**Routed metal, one colour a layer**

The bar under the picture is 50 um long.
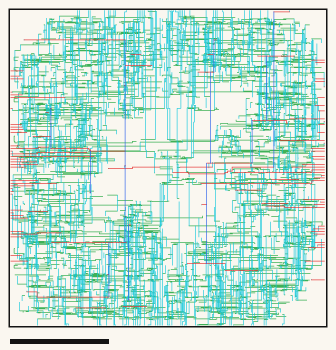
**Clock distribution**

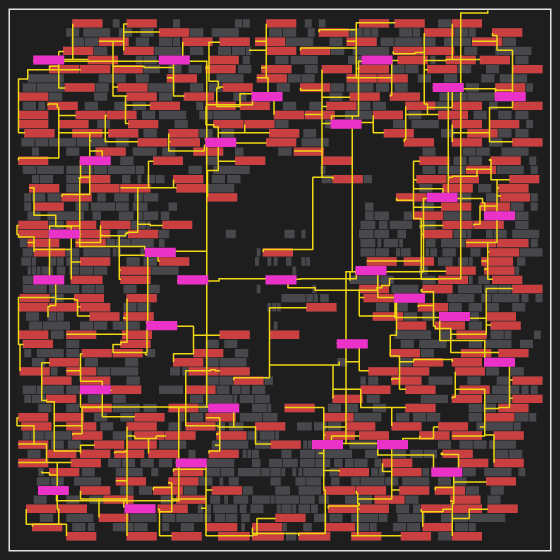
**Cell classes on the final placement**

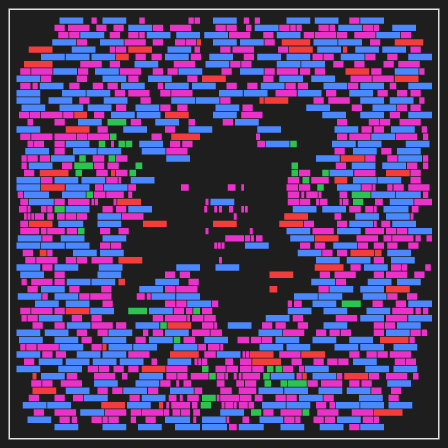
**config.mk**
```make
export PLATFORM = sky130hd
export DESIGN_NAME = arb_req_queue_bank
export DESIGN_NICKNAME = d
export VERILOG_FILES = /design/src/rtl/arb_pkg.sv /design/src/rtl/arb_req_fifo.sv /design/src/rtl/arb_req_queue_bank.sv
export SDC_FILE = /design/constraint.sdc
export NUM_CORES = 1
export LEC_CHECK = 0
export CAP_MARGIN = 20
export CORE_MARGIN = 2
export CORE_UTILIZATION = 55
export DETAILED_ROUTE_END_ITERATION = 10
export DONT_BUFFER_PORTS = 1
export MAX_ROUTING_LAYER = met4
export PLACE_DENSITY = 0.78
export SYNTH_ARGS = -nofsm -noshare
export SYNTH_HDL_FRONTEND = slang
export SYNTH_HIERARCHICAL = 1
export SYNTH_SLANG_ARGS = --single-unit
```
**constraint.sdc**
```tcl
create_clock -name i_clk -period 2.6 [get_ports i_clk]
set_input_delay 0.52 -clock i_clk [delete_from_list [all_inputs] [get_ports i_clk]]
set_output_delay 0.52 -clock i_clk [all_outputs]
set_load 0.02 [all_outputs]
```
**src/rtl/arb_pkg.sv**
```systemverilog
// Shared definitions for the round-robin arbiter stage and its request queue bank.
package arb_pkg;

  localparam int ARB_W = 16;

  typedef logic [ARB_W-1:0] arb_data_t;

  // Occupancy counter width: must be able to hold the value DEPTH itself.
  function automatic int cnt_w(input int depth);
    return $clog2(depth + 1);
  endfunction

endpackage

```
**src/rtl/arb_req_fifo.sv**
```systemverilog
// Single-lane synchronous FIFO feeding one arbiter request lane; head is purely registered.
module arb_req_fifo
  import arb_pkg::*;
#(
  parameter int DEPTH = 4,
  parameter int W = ARB_W,
  localparam int CW = cnt_w(DEPTH),
  localparam int AW = $clog2(DEPTH)
) (
  input  logic          i_clk,
  input  logic          i_reset_n,
  input  logic          i_live,
  input  logic          i_push_valid,
  input  logic [W-1:0]  i_push_data,
  output logic          o_push_ready,
  output logic          o_head_valid,
  output logic [W-1:0]  o_head_data,
  input  logic          i_pop,
  output logic [CW-1:0] o_count,
  output logic          o_underflow
);

  logic [W-1:0]  mem [DEPTH];
  logic [AW-1:0] wr_ptr;
  logic [AW-1:0] rd_ptr;
  logic [CW-1:0] count;
  logic          not_empty;
  logic          full;
  logic          do_push;
  logic          do_pop;

  assign not_empty = (count != '0);
  assign full      = (count == CW'(DEPTH));

  // Ready depends only on registered state, never on the grant of this cycle.
  assign o_push_ready = i_live && !full;
  assign do_push      = i_push_valid && o_push_ready;
  assign do_pop       = i_pop && not_empty;
  assign o_underflow  = i_pop && !not_empty;

  assign o_head_valid = not_empty;
  assign o_head_data  = not_empty ? mem[rd_ptr] : '0;
  assign o_count      = count;

  always_ff @(posedge i_clk or negedge i_reset_n) begin
    if (!i_reset_n) begin
      wr_ptr <= '0;
      rd_ptr <= '0;
      count  <= '0;
      for (int i = 0; i < DEPTH; i++) mem[i] <= '0;
    end else begin
      if (do_push) begin
        mem[wr_ptr] <= i_push_data;
        wr_ptr      <= wr_ptr + AW'(1);
      end
      if (do_pop) rd_ptr <= rd_ptr + AW'(1);
      case ({do_push, do_pop})
        2'b10:   count <= count + CW'(1);
        2'b01:   count <= count - CW'(1);
        default: count <= count;
      endcase
    end
  end

endmodule

```
**src/rtl/arb_req_queue_bank.sv**
```systemverilog
// Bank of per-requester FIFOs upstream of the round-robin arbiter, with sticky grant error flags.
module arb_req_queue_bank
  import arb_pkg::*;
#(
  parameter int N = 4,
  parameter int DEPTH = 4,
  parameter int W = ARB_W,
  localparam int CW = cnt_w(DEPTH)
) (
  input  logic                 i_clk,
  input  logic                 i_reset_n,
  input  logic [N-1:0]         i_push_valid,
  input  logic [W-1:0]         i_push_data [N],
  output logic [N-1:0]         o_push_ready,
  output logic [N-1:0]         o_req_valid,
  output logic [W-1:0]         o_req_data [N],
  input  logic [N-1:0]         i_grant,
  output logic [N-1:0][CW-1:0] o_count,
  output logic                 o_underflow,
  output logic                 o_grant_err
);

  logic         r_live;
  logic [N-1:0] lane_underflow;
  logic         multi_grant;

  for (genvar g = 0; g < N; g++) begin : g_lane
    arb_req_fifo #(.DEPTH(DEPTH), .W(W)) u_fifo (
      .i_clk        (i_clk),
      .i_reset_n    (i_reset_n),
      .i_live       (r_live),
      .i_push_valid (i_push_valid[g]),
      .i_push_data  (i_push_data[g]),
      .o_push_ready (o_push_ready[g]),
      .o_head_valid (o_req_valid[g]),
      .o_head_data  (o_req_data[g]),
      .i_pop        (i_grant[g]),
      .o_count      (o_count[g]),
      .o_underflow  (lane_underflow[g])
    );
  end

  assign multi_grant = ($countones(i_grant) > 1);

  // r_live holds ready low for the first edge after reset release.
  always_ff @(posedge i_clk or negedge i_reset_n) begin
    if (!i_reset_n) begin
      r_live      <= 1'b0;
      o_underflow <= 1'b0;
      o_grant_err <= 1'b0;
    end else begin
      r_live      <= 1'b1;
      o_underflow <= o_underflow | (|lane_underflow);
      o_grant_err <= o_grant_err | multi_grant;
    end
  end

endmodule

```
==> results.cfg <==
; physical design summary
[outcome]
outcome = complete, but fails checks
failed_checks = negative hold slack

[clock_tree]
clockRootBuffer = clkbuf_16
clock-sinks = 287
cts_buffer_depth = 3
numCtsBuffers = 30
insertion_delay_ns = 0.54
clkSlewWorstSetupHoldPaths_ns = 0.06
cts_tree = yes
htree_levels = 1

[sta]
final.setup_skew_ns = 0.0155
holdWs_ns = -0.327
finalMaxSlewViolations = 0
tns_ns = 0
period_used_share = 0.966
post-route-min-period_ns = 2.51
rsz0062_at_grt = false
timing_hold_violations_final = 287
finalSetupViolations = 0
fmax_mhz = 398

[layout]
design_area_sq_um = 15200
final_cell_mix = dfrtp_1, mux2_2, mux4_2
drive_gt1_frac = 0.507
nNetsFinal = 987
syn2layout_area_growth_pct = 12.8
stdcell_count = 1236
fill_cells = 1733
utilization = 0.628
lay_top_count = dfrtp_1
num_antenna_cells = 0

[route]
dr_total_vias = 7058
viasPerCell = 5.71
wl_per_cell_um = 21.0
first_iter_violations = 348
drtAntennaViolNets = 0
dr_wl_met2_mm = 13.0
met3_length_mm = 1.21
top_layer = met4
totalWireLength_mm = 26.0
dr.pass1.iters = 6
drc = 0
wl_met1_mm = 11.4

[worst_setup_path]
required_ns = 2.08
crit_fanout = 19
cp-end-kind = output port
path_class = reg2out
startpoint_type = register
crit_arrival_ns = 1.99

[min_path]
hp-class = in2async

[power]
finalPower_w = 0.0219
ir_drop_uv = 1020
power.density_nw_per_um2 = 1440
power_leakage_nw = 6.42

[grt]
grtUsageTotal = 0.214
grt_use_met1 = 0.285
use_met3 = 0.0374
grt-ovfl-total = 0
grt_antenna_before_repair = 0
gr-usage-met2 = 0.352
grt_pass1_vias = 7633
grt_start_max_net_pins = 288
busiest_layer = met2
grt_pass1_wl_mm = 42.4

[logic_synthesis]
edf_count = 0
synth.avg_cell_area_sq_um = 15.7
postSynthSeqShare = 0.534
synthArstFlopShare = 1.00
numSynthFlops = 287
syn_nets = 956
synth_area_sq_um = 13400
yosysWarnings = 6
ys_chip_area_sq_um = 13400
synth_cell_types = 25
ys_cells = 857
synth_top_flop_cell = dfrtp_1
synthCells = 857

[floorplan]
die_w_um = 160
dieArea_sq_um = 25700
floorplanUtilization = 0.556
die_y_um = 160
pin_count = 160

[placement]
placed_cells = 1176
port_buffers = 0
dp_hpwl_mm = 16.4
routabilityCongestion = 0.784
dpl_cell_area_sq_um = 13900

[job]
maxCapViolations = 0
warning_count = 42
Notes on 'routed metal, one colour a layer' above:
Key: green = metal 1 [wire length 11,400 um]; cyan = metal 2 [wire length 13,000 um]; red = metal 3 [wire length 1,210 um]; blue = metal 4 [wire length 457 um]

Notes on 'clock distribution' above:
Key: magenta = clock drivers [count 30]; red = flip-flops [count 287]; yellow = clock wires [length 3,460 um]
There are 31 routed clock nets.

Notes on 'cell classes on the final placement' above:
Key: magenta = combinational and other logic [cells 530, share of their area 41%]; green = remaining buffers and delay cells [cells 39, share of their area 2.6%]; red = clock drivers and dummy loads [cells 56, share of their area 8.0%]; blue = sequential cells [cells 287, share of their area 49%]
site row count: 57
Core ar.: 24,200 sq um

## worst max-delay path, stage by stage, from the launching register on
cell and delay, ns:
dfrtp_2 0.50, or3_2 0.52, buf_6 0.20, and2_2 0.24
## power breakdown
group / internal [W] / switching (W) / leakage (nW)
registers: 0.00673 / 0.00139 / 3.43
logic: 0.00465 / 0.00408 / 2.41
clock network: 0.00324 / 0.00178 / 0.581
## worst paths after layout
path | start | end | slack [ns] | cells after the start
setup / recovery | g_lane[1].u_fifo/o_count[0]$_DFFE_PN0P_ | o_req_data[37] | 0.09 | 3
hold / removal | i_reset_n | g_lane[0].u_fifo/mem[61]$_DFFE_PN0P_ | -0.33 | 0
setup reg to reg | g_lane[2].u_fifo/o_count[2]$_DFFE_PN0P_ | g_lane[2].u_fifo/o_count[2]$_DFFE_PN0P_ | 0.34 | 9
hold reg to reg | g_lane[1].u_fifo/mem[28]$_DFFE_PN0P_ | g_lane[1].u_fifo/mem[28]$_DFFE_PN0P_ | 0.50 | 1
max in group asynchronous | i_reset_n | g_lane[1].u_fifo/mem[41]$_DFFE_PN0P_ | 2.55 | 0
min in group i_clk | i_push_data[12] | g_lane[3].u_fifo/mem[60]$_DFFE_PN0P_ | 0.12 | 1
## final cells by class
cell class	count	area, sq um	area share
repair buffers	39	390	0.0257
clock inverters	22	372	0.0245
inverters	31	116	0.00767
flip-flops and latches	287	7190	0.474
clock buffers	34	817	0.0539
well taps	324	405	0.0267
multi-input cells	499	5880	0.387
## kinds of logic (layout without fill, tap and decap cells)
group,count (synthesis),after routing,share of synthesized area
buffers and inverters,71,126,0.0295
multiplexers,328,328,0.328
other,1,1,0.000279
AND/OR/NAND/NOR,121,121,0.0667
flip-flops,287,287,0.534
XOR/XNOR,24,24,0.0156
adder cells (fa/ha/maj),25,25,0.0260
## cell usage after synthesis (5+ instances only)
| master | instances | area [sq um] |
|---|---|---|
| dfrtp_1 | 287 | 7180 |
| nand2_1 | 5 | 18.8 |
| buf_4 | 8 | 60.1 |
| nor3b_4 | 8 | 150 |
| and2_1 | 68 | 425 |
| buf_2 | 8 | 40.0 |
| xor2_1 | 12 | 105 |
| mux4_2 | 64 | 1440 |
| nor2_1 | 13 | 48.8 |
| clkbuf_1 | 12 | 45.0 |
| fa_1 | 5 | 100 |
| buf_6 | 12 | 135 |
| inv_1 | 31 | 116 |
| xnor2_1 | 12 | 105 |
| nor3b_2 | 12 | 150 |
| ha_1 | 20 | 250 |
| mux2_2 | 260 | 2930 |
## flip-flops by register name, summed over array words and instances (netlist names)
signal / count
g_lane.u_fifo/mem: 256
g_lane.u_fifo/o_count: 12
g_lane.u_fifo/rd_ptr: 8
g_lane.u_fifo/wr_ptr: 8
o_grant_err: 1
o_underflow: 1
r_live: 1
## per-stage QoR
stage	setup slack (ns)	hold WS (ns)
6_report	0.0887	-0.327
5_1_grt	0.0234	-0.358
4_1_cts	0.00538	-0.361
3_5_place_dp	0.336	0.229
3_3_place_gp	0.376	0.229
2_1_floorplan	0.392	0.224
## what timing repair did
action,CTS,global route
setup endpoints to repair,64,34
buffers inserted,0,4
resized,11,10
endpoints found under the hold margin,287,287
Power figures rest on the tool's default switching activity, not on a simulated workload.
